**Met1 routing**

(1 px per um)
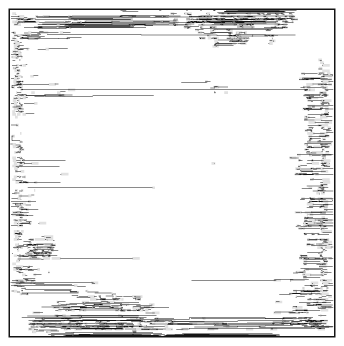
**M2 wires**

(1.5 px per um)
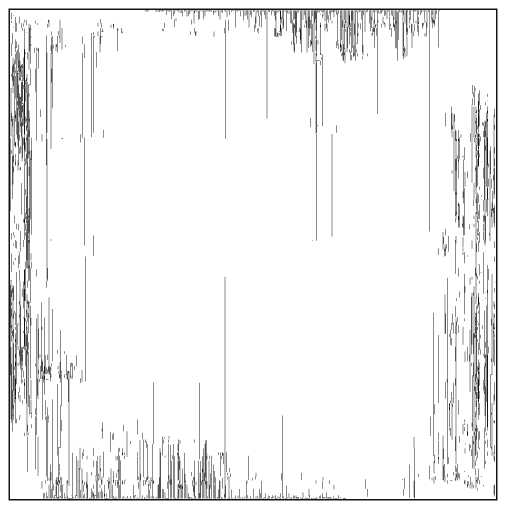
[src/rtl/l2_arbiter_if.sv]
`default_nettype none
// ============================================================================
//  l2_arbiter_if
//  Cache-line memory port: level-held read/write request with a resp pulse.
//  Revision: 1.0
// ============================================================================
interface l2_arbiter_if;
    logic         read;
    logic         write;
    logic [15:0]  address;
    logic [127:0] wdata;
    logic         resp;
    logic [127:0] rdata;

    // The requester side of the port drives the request and receives resp/rdata.
    modport master (
        output read, write, address, wdata,
        input  resp, rdata
    );

    modport slave (
        input  read, write, address, wdata,
        output resp, rdata
    );
endinterface
`default_nettype wire

[src/rtl/l2_arbiter.sv]
`default_nettype none
// ============================================================================
//  l2_arbiter
//  Round-robin sharing of the single L2 port between the L1 I- and D-caches.
//  Revision: 1.0
// ============================================================================
module l2_arbiter (
    input  wire logic          clk,
    input  wire logic          reset,
    l2_arbiter_if.slave        icache,
    l2_arbiter_if.slave        dcache,
    l2_arbiter_if.master       l2,
    output logic               arb_conflict_inc,
    output logic               arb_stall_inc
);

    typedef enum logic [1:0] {
        IDLE    = 2'd0,
        SERVE_I = 2'd1,
        SERVE_D = 2'd2
    } state_t;

    state_t r_state;
    logic   r_last;      // 0: I served most recently, 1: D served most recently

    logic   w_i_pend;
    logic   w_d_pend;

    assign w_i_pend = icache.read | icache.write;
    assign w_d_pend = dcache.read | dcache.write;

    assign icache.rdata = l2.rdata;
    assign dcache.rdata = l2.rdata;

    always_ff @(posedge clk) begin
        if (reset) begin
            r_state <= IDLE;
            r_last  <= 1'b0;
        end else begin
            case (r_state)
                IDLE: begin
                    if (w_i_pend && w_d_pend)
                        r_state <= r_last ? SERVE_I : SERVE_D;
                    else if (w_i_pend)
                        r_state <= SERVE_I;
                    else if (w_d_pend)
                        r_state <= SERVE_D;
                end
                SERVE_I: begin
                    if (l2.resp) begin
                        r_state <= IDLE;
                        r_last  <= 1'b0;
                    end
                end
                SERVE_D: begin
                    if (l2.resp) begin
                        r_state <= IDLE;
                        r_last  <= 1'b1;
                    end
                end
                default: r_state <= IDLE;
            endcase
        end
    end

    // Outputs are gated by reset so an aborted grant is invisible in the reset cycle.
    always_comb begin
        l2.read          = 1'b0;
        l2.write         = 1'b0;
        l2.address       = '0;
        l2.wdata         = '0;
        icache.resp      = 1'b0;
        dcache.resp      = 1'b0;
        arb_conflict_inc = 1'b0;
        arb_stall_inc    = 1'b0;
        if (!reset) begin
            case (r_state)
                IDLE: begin
                    arb_conflict_inc = w_i_pend & w_d_pend;
                end
                SERVE_I: begin
                    l2.read       = icache.read;
                    l2.write      = icache.write;
                    l2.address    = icache.address;
                    l2.wdata      = icache.wdata;
                    icache.resp   = l2.resp;
                    arb_stall_inc = w_d_pend;
                end
                SERVE_D: begin
                    l2.read       = dcache.read;
                    l2.write      = dcache.write;
                    l2.address    = dcache.address;
                    l2.wdata      = dcache.wdata;
                    dcache.resp   = l2.resp;
                    arb_stall_inc = w_i_pend;
                end
                default: ;
            endcase
        end
    end

endmodule
`default_nettype wire

[src/flat_wrapper.sv]
// flat-port wrapper written by rule: the top's interface ports become plain ports
module l2_arbiter_flat 
  (clk, reset, arb_conflict_inc, arb_stall_inc, icache_read, icache_write, icache_address, icache_wdata, icache_resp, icache_rdata, dcache_read, dcache_write, dcache_address, dcache_wdata, dcache_resp, dcache_rdata, l2_read, l2_write, l2_address, l2_wdata, l2_resp, l2_rdata);
  l2_arbiter_if icache_i ();
  l2_arbiter_if dcache_i ();
  l2_arbiter_if l2_i ();
  input  wire logic clk;
  input  wire logic reset;
  output logic arb_conflict_inc;
  output logic arb_stall_inc;
  input wire logic [$bits(icache_i.read)-1:0] icache_read;
  input wire logic [$bits(icache_i.write)-1:0] icache_write;
  input wire logic [$bits(icache_i.address)-1:0] icache_address;
  input wire logic [$bits(icache_i.wdata)-1:0] icache_wdata;
  output wire logic [$bits(icache_i.resp)-1:0] icache_resp;
  output wire logic [$bits(icache_i.rdata)-1:0] icache_rdata;
  input wire logic [$bits(dcache_i.read)-1:0] dcache_read;
  input wire logic [$bits(dcache_i.write)-1:0] dcache_write;
  input wire logic [$bits(dcache_i.address)-1:0] dcache_address;
  input wire logic [$bits(dcache_i.wdata)-1:0] dcache_wdata;
  output wire logic [$bits(dcache_i.resp)-1:0] dcache_resp;
  output wire logic [$bits(dcache_i.rdata)-1:0] dcache_rdata;
  output wire logic [$bits(l2_i.read)-1:0] l2_read;
  output wire logic [$bits(l2_i.write)-1:0] l2_write;
  output wire logic [$bits(l2_i.address)-1:0] l2_address;
  output wire logic [$bits(l2_i.wdata)-1:0] l2_wdata;
  input wire logic [$bits(l2_i.resp)-1:0] l2_resp;
  input wire logic [$bits(l2_i.rdata)-1:0] l2_rdata;
  assign icache_i.read = icache_read;
  assign icache_i.write = icache_write;
  assign icache_i.address = icache_address;
  assign icache_i.wdata = icache_wdata;
  assign icache_resp = icache_i.resp;
  assign icache_rdata = icache_i.rdata;
  assign dcache_i.read = dcache_read;
  assign dcache_i.write = dcache_write;
  assign dcache_i.address = dcache_address;
  assign dcache_i.wdata = dcache_wdata;
  assign dcache_resp = dcache_i.resp;
  assign dcache_rdata = dcache_i.rdata;
  assign l2_read = l2_i.read;
  assign l2_write = l2_i.write;
  assign l2_address = l2_i.address;
  assign l2_wdata = l2_i.wdata;
  assign l2_i.resp = l2_resp;
  assign l2_i.rdata = l2_rdata;
  l2_arbiter u_core (.clk(clk), .reset(reset), .icache(icache_i), .dcache(dcache_i), .l2(l2_i), .arb_conflict_inc(arb_conflict_inc), .arb_stall_inc(arb_stall_inc));
endmodule
[config.mk]
export PLATFORM = sky130hd
export DESIGN_NAME = l2_arbiter_flat
export DESIGN_NICKNAME = d
export VERILOG_FILES = /design/src/rtl/l2_arbiter_if.sv /design/src/rtl/l2_arbiter.sv /design/src/flat_wrapper.sv
export SDC_FILE = /design/constraint.sdc
export NUM_CORES = 1
export LEC_CHECK = 0
export ABC_AREA = 1
export CAP_MARGIN = 20
export CORE_AREA = 2 2 322 324
export CTS_CLUSTER_DIAMETER = 100
export DETAILED_ROUTE_END_ITERATION = 12
export DIE_AREA = 0 0 324 326
export GPL_TIMING_DRIVEN = 1
export PLACE_DENSITY = 0.3
export SYNTH_ARGS = -nofsm -noshare
export SYNTH_HDL_FRONTEND = slang
export SYNTH_SLANG_ARGS = --single-unit
[constraint.sdc]
create_clock -name clk -period 3.55 [get_ports clk]
set_input_delay 0.355 -clock clk [delete_from_list [all_inputs] [get_ports clk]]
set_output_delay 0.355 -clock clk [all_outputs]
set_load 0.1 [all_outputs]
==> qor.rpt <==
JOB
--------------------------------------------------------------------------------
Number of max-cap violations                                                   0
Number of OpenROAD warnings                                                   30

TIMING
--------------------------------------------------------------------------------
Slew Limit Headroom                                                        64.0%
Clock Skews                                                           0.00377 ns
Total count of max-transition violations in the final report                   0
Worst-case setup margin in the final layout                             0.623 ns
Post-route minimum period                                                2.93 ns
Final count of hold timing violations                                          0
Setup Viol. Count Final                                                        0
Setup total negative slack                                                  0 ns

CTS
--------------------------------------------------------------------------------
Max H-tree Level                                                               1
Post-CTS repair timing setup buffer count                                      0
# hold bufs at CTS                                                             0
# clock sinks                                                                  3
Clock Tree Buf Depth                                                           2
Clock network latency to the later pin of the worst-skew pair            0.23 ns
Cell at the root of the clock tree                                  sky130_fd_sc_hd__clkbuf_16
Clock slew at reported path FFs                                          0.03 ns
TritonCTS Buffers                                                              3

FLOORPLAN
--------------------------------------------------------------------------------
Die area                                                             106000 um^2
Placement Rows                                                               118
Floorplan die height                                                      326 um
Area inside the core boundary                                        103000 um^2
Horizontal extent of the die                                              324 um

ROUTE
--------------------------------------------------------------------------------
Total length of routed met3 wires                                        4840 um
Routed wire per std cell                                                 15.7 um
Sum of routed wire length over all layers                               36700 um
Post-route DRC violation count                                                 0
First DRT Iteration DRCs                                                     202
Met2 Routed Length                                                      15000 um
DR vias/cell                                                                2.40
Max Used Layer                                                              met5

HOLD PATH
--------------------------------------------------------------------------------
Destination of the worst hold path                                  u_core.r_last
Classification of the worst-slack hold path                              reg2reg
HP Start                                                            u_core.r_last
Number of cells traversed by the worst hold path                               2

POWER AND IR DROP
--------------------------------------------------------------------------------
Share of total power in the clock network                                   4.0%
Sw Pwr                                                                   3.03 mW
P_int                                                                    1.44 mW
Switching power share of the total                                         67.8%
Power per Cell Area                                                  447 nW/um^2
Pwr Total                                                                4.47 mW
Group drawing the most power                                        combinational cells
Share of power burned in registers                                          1.3%
IR Drop Worst-Case VDD                                                  0.278 mV

PLACEMENT
--------------------------------------------------------------------------------
DP Cell Count                                                               2327
Post-DP Area                                                           9900 um^2
Setup Slack @ Placement                                                 0.496 ns
Count of input and output buffers                                            444

STATUS
--------------------------------------------------------------------------------
Run status                                                          complete, no violations

CRITICAL PATH
--------------------------------------------------------------------------------
Critical path buffers and inverters                                            3
Cell depth of the worst flop-to-flop path                                      7
Type of destination of the critical path                            primary output
Timing startpoint of the critical path                              u_core.r_state[0]
Crit path cell chain                                                inv_1 > ha_1 > nand2_8 > buf_12 > a21oi_2 > buf_4
Max incr delay on CP                                                     0.41 ns
Cell depth of the worst setup path                                             6
Type of the setup path with the least slack                              reg2out
Worst Setup EP                                                      l2_wdata[11]
Worst path arrival time                                                  2.57 ns

LOGIC SYNTHESIS
--------------------------------------------------------------------------------
Synthesized netlist net count                                               1217
Leading area contributor after synthesis                            sky130_fd_sc_hd__buf_4
FA/HA/MAJ Cells, Area Fraction                                             1.21%
Count of library flops with an enable pin                                      0
Ys flops                                                                       3
Post-Synthesis Cells                                                         789
Fraction of registers with async set or reset after synthesis                 0%
Unique cell type count in the Yosys netlist                                   19
Aoi share                                                                  21.9%
Yosys cell count                                                             789
Largest type area fraction                                                 38.2%
Synthesized-area fraction occupied by xor and xnor cells                      0%
Synthesized cell area                                                  5150 um^2
Post-synth top cells                                                sky130_fd_sc_hd__buf_4 (262), sky130_fd_sc_hd__nand2_1 (206), sky130_fd_sc_hd__nand2_2 (101)
Most common reg cell                                                sky130_fd_sc_hd__dfxtp_1
Per-instance average area after synthesis                              6.53 um^2
Area of the synthesized netlist per yosys stat                         5150 um^2

FINISH
--------------------------------------------------------------------------------
Biggest cell category by area in the final layout                        buffers
Register with the most flip-flops                                   u_core.r_state
Sequential share of cell area                                             0.602%
Filler instances                                                           12000
Most numerous logic cells after layout                              sky130_fd_sc_hd__clkdlybuf4s50_1 (294), sky130_fd_sc_hd__nand2_1 (206), sky130_fd_sc_hd__nand2_2 (100), sky130_fd_sc_hd__a21oi_2 (100), sky130_fd_sc_hd__buf_12 (95)
Non-clk buf share                                                          54.0%
P&R area growth vs syn                                                     93.8%
Sequential cell area                                                   60.1 um^2
Max FFs per register                                                           2
Clock Network Area Fraction                                               0.790%
Top Registers                                                       u_core.r_state (2), u_core.r_last (1)
Flip-flops                                                                     3
Number of combinational gates with multiple inputs                           473
Final standard cell area without fillers                               9980 um^2
Most frequently placed logic cell in the final layout               sky130_fd_sc_hd__clkdlybuf4s50_1
Combined area of the multi-input logic cells                           2690 um^2
Inverter count                                                                 9
Nets                                                                        1380
Final core utilization                                                     9.73%

GLOBAL ROUTING
--------------------------------------------------------------------------------
Pin count of the biggest net entering global routing                          58
Busiest layer in global routing                                             met2
Combined global-route utilization of all metal layers                      6.34%
Met1 usage                                                                 7.69%
First-pass GRT wire length                                              47100 um
Number of antenna violations at the first check in global routing              6
Vias in the first global route                                              5884
Aggregate global routing overflow                                              0

Back to the opening pictures, 'met1 routing':
The layer carries 15000 um of wire. The layer holds 41% of the routed length. The longest straight run is 287 um. 1064 nets have wire on it.

Back to the opening pictures, 'M2 wires':
1160 nets have wire on it. The longest straight run is 147 um. The wires run mostly vertical. The layer carries 15000 um of wire.

Power is estimated from default activity; no workload was simulated.
